Design fb_write_arbiter, sky130hd; sources not shown.
Run 1, the clock network:
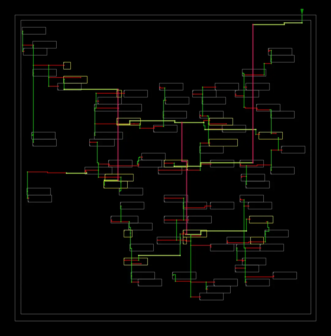
Clk Latency, worst-skew pair: 340 ps
Power Clock: 1.44 mW
CTS Sinks: 71
Flop Count: 71
# clk buffers: 11

Run 1, cell area per tile:
(3 px per µm) The die is cut into 12 by 12 equal tiles; white is low, dark blue is high, 0 to 100% covered.
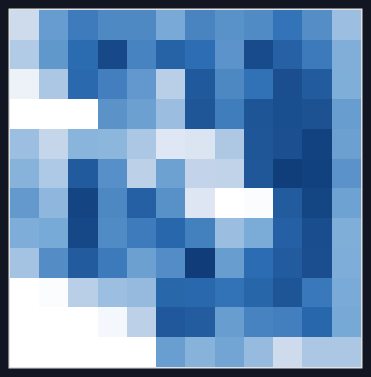
nearly empty tiles: 10%
tiles over 75% full: 28%
fullest tile: 95%
emptiest ninth of the die: south-west
mean over tiles: 54%
final core utilization: 0.599
core area: 12900 µm²
FP Core Util: 0.355

Run 1, M1 wires:
(2 px per µm) Supply wires on this layer in gray.
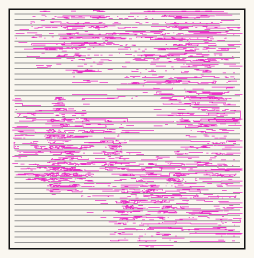
longest straight run: 48.8 µm
nets with wire on the layer: 681
main direction: horizontal
grt met1 use: 0.249
Total Wirelength: 15800 µm
DR vias: 4129

==> Slide: Implementation Results, run 1 <==
Physical Implementation Snapshot

Timing
  • Final clock skew: 10.4 ps
  • Worst Tran Pin Value: 1500 ps
  • Max-slew violation count: 58
  • Count of final hold-check violations: 0
  • Post-route setup TNS: 0 ps
  • Final min period: 2360 ps
  • Fmax achieved: 0.424 GHz
  • Cycle use final: 0.974

Clock network
  • Clock root cell: clkbuf_16
  • CTS buffer count: 9
  • Clk buf depth: 2
  • TritonCTS clock tree: done
  • Worst-path clk slew: 60 ps
  • Post-CTS Hold Fix Bufs: 0
  • # H-tree levels: 3

Min path
  • Hold depth: 1
  • Hold/Removal Path Class: register to register

Run status
  • Violated checks: max-capacitance violations, max-slew violations
  • Status: finished, violations left

Die
  • Die width: 117 µm
  • Die H: 119 µm
  • # rows: 42

Setup path
  • Crit end category: register
  • Flop2flop setup slack: 60 ps
  • CP arrival: 2580 ps
  • CP required: 2640 ps
  • Reg2Reg Depth: 7
  • Critical path class: register to register

Cells and area
  • Final Non-Filler Cells: 768
  • Layout cell share with drive strength beyond 1: 0.258
  • Number of antenna diodes: 0
  • Area Growth Syn to Fin: 68.7%
  • Nets@finish: 759
  • Max FFs per register: 24
  • Post-route cell area: 7720 µm²

Synthesis
  • Synth cell types: 52
  • Syn avg cell area: 13.1 µm²
  • Synthesized area: 4570 µm²
  • Syn Inst Count: 349
  • Yosys warning count: 0
  • # Cells Yosys: 349
  • Post-synth top area share: 0.378
  • Async SR Flop Fraction: 1.00
  • Top cells by area: dfrtp_1 38%, mux4_2 21%, mux2_2 8.4%
  • #FFs+latches synth: 71
  • Post-synthesis sequential area ratio: 0.389
  • Dominant register cell: dfrtp_1

Detailed routing
  • DR iter-0 viols: 240
  • Via density: 5.38
  • Routed len/inst: 20.5 µm
  • 1st-pass router iterations: 4
  • Routed Antenna Nets: 0
  • DRC: 0

Power and ir drop
  • Leakage: 3.10 nW
  • Pwr per Cell Area: 1050 nW/µm²
  • Peak supply drop: 0.544 mV

GRT
  • GRT Total Usage: 0.215
  • GRT Residual Overflow: 0

Placement
  • Placer congestion estimate: 0.896
  • Port Buffer Count: 226
  • Dpl hpwl: 11400 µm
  • Placed cell count: 728

Run
  • Max-cap viol count: 1
  • OpenROAD warnings: 31
[run 1: critical path, stage by stage, from the launching register on]
cell     delay [ps]
dfstp_4         630
buf_4           170
buf_12          160
mux2_4          340
and4_1          180
o21a_2          260
a221o_1         320
a22o_1          190
[run 1: layout make-up]
cell class	instances	area, µm²
flip-flops and latches	71	1790
fillers	1044	5160
inverters	8	30.0
repair buffers	252	2630
multi-input cells	245	2720
well taps	176	220
clock inverters	5	81.3
clock buffers	11	243
[run 1: where the power goes]
part	internal (mW)	leakage, nW	switching [mW]
Clock	0.930	0.156	0.509
Sequential	1.65	0.892	0.295
Combinational	2.81	2.06	1.89
Total	5.39	3.10	2.70
[run 1: what timing repair did]
item | 4_1_cts | 5_1_grt
hold endpoints to repair | 0 | 0
setup endpoints to repair | 70 | 30
pin swaps | 3 | 5
gates cloned | 2 | 3
buffers inserted | 15 | 4
gates resized | 13 | 15
[run 1: logic make-up after synthesis]
family | after synthesis | synth area share
XOR/XNOR | 16 | 0.0306
adder cells (fa/ha/maj) | 9 | 0.0246
buffers and inverters | 34 | 0.0402
multiplexers | 91 | 0.334
AND-OR/OR-AND | 45 | 0.0780
AND/OR/NAND/NOR | 83 | 0.103
flip-flops | 71 | 0.389
[run 1: synthesized netlist by cell type (4+ instances only)]
cell type  number
a22o_1          5
a21oi_1         6
dfrtp_1        69
a221o_1         4
nand2b_1        6
inv_1           8
o21ai_0         8
nand3_1        16
nand2_1         9
and3_1         13
nor2_1         10
mux4_2         42
xnor2_1        13
clkbuf_1       12
ha_1            9
mux2_2         34
mux2i_1         5
mux2_4         10
nand4_1        12
buf_2           8
[run 1: layer usage]
layer / share of wire / track usage / up-vias
met3: 0.075 / 0.0631 / 20
li1: - / - / 1846
met4: 0.017 / 0.0515 / 0
met1: 0.38 / 0.249 / 2081
met2: 0.53 / 0.387 / 182
met5: 0 / 0 / -
[run 1: metrics by stage]
stage          worst slack [ps]  utilization  hold slack [ps]  power [mW]
2_1_floorplan             -1560            -              484        4.28
3_3_place_gp              -2540        0.536              470        5.87
3_5_place_dp               -836        0.541              483        6.01
4_1_cts                    8.27        0.587              496        7.89
5_1_grt                   -19.1        0.599              509        8.54
6_report                   61.8        0.599              490        8.08
[run 1: cells in the final DEF (no fill, tap or decap), types with 6 or more instances in the layout]
cell and count:
clkdlybuf4s50_1 221, nand4_1 12, o21ai_0 8, nand3_1 15, mux2_2 33, mux2_4 11
dfrtp_1 67, nand2_1 9, clkbuf_16 11, xnor2_1 13, inv_1 7, nand2b_1 6
and3_1 13, nor2_1 9, buf_4 15, mux4_2 42, buf_12 6, a21oi_1 6
==> inputs of run 2 (changes only) <==
--- a/config.mk
+++ b/config.mk
@@ -5,11 +5,10 @@
 export SDC_FILE = /design/constraint.sdc
 export NUM_CORES = 1
 export LEC_CHECK = 0
-export CAP_MARGIN = 25
+export CAP_MARGIN = 20
 export CORE_AREA = 2 2 115 117
 export DETAILED_ROUTE_END_ITERATION = 16
 export DIE_AREA = 0 0 117 119
-export GPL_TIMING_DRIVEN = 0
 export PLACE_DENSITY = 0.76
 export RECOVER_POWER = 25
 export REMOVE_ABC_BUFFERS = 1
==> run 2 against run 1 <==
The run now ends clean. Sequential share of layout area rose by 0.60 points. Worst hold slack improved by 10 ps. First-iteration DRC count fell by 16%. Routed wire length fell by 3.2%. Clock power fell by 17%. Power fell by 6.6%. Global-route usage fell by 0.090 points. Critical path depth rose by 1. Final cell count rose by 1.2%. Via count barely moved. Largest cell class unchanged.
==> Slide: Implementation Results, run 2 <==
Physical Implementation Snapshot

Synthesis
  • Yosys warning count: 0
  • Synthesized area: 4570 µm²
  • #FFs+latches synth: 71
  • Async SR Flop Fraction: 1.00
  • Synth cell types: 52
  • Post-synthesis sequential area ratio: 0.389
  • # Cells Yosys: 349
  • Commonest cells post-synth: 69 x dfrtp_1, 42 x mux4_2, 34 x mux2_2
  • Dominant register cell: dfrtp_1

Setup path
  • Crit end category: register
  • Worst path cell trace: inv_1 > buf_4 > ha_1 > o21ba_2 > and4_1 > o21a_1 > a221o_1 > a22o_1
  • Slowest cell delay on critical path: 520 ps
  • CP arrival: 2500 ps
  • Flop2flop setup slack: 130 ps
  • Max stage delay cell, worst path: dfstp_2
  • CP required: 2630 ps
  • Critical path class: register to register

Die
  • FP Core Util: 0.355
  • Die H: 119 µm
  • Die width: 117 µm
  • # rows: 42
  • Core area: 12900 µm²

GRT
  • GRT Total Usage: 0.214
  • GRT Residual Overflow: 0
  • GR peak layer: met2
  • Grt met1 use: 0.255

Clock network
  • Clk buf depth: 2
  • CTS buffer count: 9
  • TritonCTS clock tree: done
  • Clk Latency, worst-skew pair: 320 ps
  • Post-CTS Hold Fix Bufs: 0
  • # H-tree levels: 3
  • Clock root cell: clkbuf_16

Detailed routing
  • Routed Antenna Nets: 0
  • 1st-pass router iterations: 4
  • Via density: 5.31
  • Routed len/inst: 19.7 µm

Cells and area
  • Nets@finish: 768
  • Max FFs per register: 24
  • Number of antenna diodes: 0
  • Fillers: 1055
  • Most instantiated logic cell after routing: clkdlybuf4s50_1
  • Final core utilization: 0.581
  • Area Growth Syn to Fin: 63.7%

Run
  • Max-cap viol count: 0
  • OpenROAD warnings: 31

Power and ir drop
  • Sequential power share: 0.260
  • Switching Share: 0.341
  • Total Power: 7.55 mW
  • Pint: 4.97 mW
  • NetSw: 2.58 mW
  • Leakage: 3.02 nW
  • Comb power frac: 0.581

Timing
  • Cycle use final: 0.948
  • Max-slew violation count: 0
  • Final min period: 2290 ps
  • Count of final hold-check violations: 0
  • Fmax achieved: 0.436 GHz

Placement
  • Port Buffer Count: 226
  • Placer congestion estimate: 0.943

Min path
  • Hold/Removal Path Class: register to register
  • Hold depth: 1

Run status
  • Status: finished, final reports clean
## run 2: netlist changes by cell type in the layout (fill, tap and decap cells not counted), moves of 4 or more
cell,before,now
dlymetal6s2s_1,5,0
clkdlybuf4s50_1,221,225
ha_2,4,0
buf_4,15,32
ha_1,5,9
buf_12,6,2
## run 2: worst max-delay path, delay by kind of cell, from the launching register on
family / cells / cell delay (ps)
AOI/OAI and AO/OA: 4 / 980
adders and majority gates: 1 / 230
buffers and inverters: 2 / 260
DFF: 1 / 520
and+or+nand+nor: 1 / 190
## run 2: per-stage QoR
| step | cell area, µm² | setup TNS, ps | setup WS, ps | hold WS, ps | cells |
|---|---|---|---|---|---|
| detailed placement | 7200 | -6070 | -174 | 495 | 759 |
| floorplan | 4420 | -84570 | -1560 | 484 | 323 |
| CTS | 7470 | 0 | 101 | 507 | 775 |
| global placement | 7200 | -5760 | -164 | 489 | 759 |
| global route | 7490 | 0 | 8.06 | 519 | 777 |
| finish | 7490 | 0 | 127 | 501 | 777 |
## run 2: power by group through the flow
stage          Sequential (mW)  Clock [mW]  Combinational [mW]
3_5_place_dp              1.98           0                4.34
3_3_place_gp              1.97           0                4.21
2_1_floorplan             2.18           0                2.11
5_1_grt                   2.03        1.28                4.71
4_1_cts                   1.97        1.22                4.37
6_report                  1.96        1.20                4.39
## run 2: metal layers
layer	wire [µm]	up-vias
met5	0	-
met4	289	0
met3	1110	25
met2	7940	169
met1	5940	2082
li1	-	1851
## run 2: cell families after synthesis
logic type / synth area share
flops: 0.389
buf+inv: 0.0402
mux: 0.334
xor+xnor: 0.0306
compound gates: 0.0780
fa+ha+maj: 0.0246
simple gates: 0.103
## run 2: what timing repair did
action	in CTS	in global routing
endpoints found under the setup margin	4	6
pin swaps	0	1
gates resized	1	3
hold endpoints to repair	0	0
setup buffers	0	2
cloned	0	0
## run 2: final cells by class
| type | instances | area, µm² | area share |
|---|---|---|---|
| multi-input cells | 244 | 2620 | 0.350 |
| well taps | 176 | 220 | 0.0294 |
| clock inverters | 3 | 18.8 | 0.00251 |
| inverters | 8 | 30.0 | 0.00401 |
| flip-flops and latches | 71 | 1780 | 0.238 |
| repair buffers | 262 | 2560 | 0.342 |
| clock buffers | 13 | 250 | 0.0334 |
Run 2, metal 3:
(4 px per µm) Cells faint in the background.
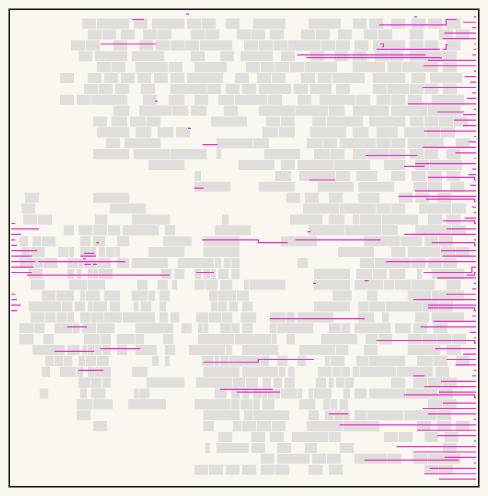
share of all routed wire: 7.2%
wire length on this layer: 1110 µm
Total Wirelength: 15300 µm
DR vias: 4127
grt met3 use: 0.0397

Power is estimated from default activity; no workload was simulated.
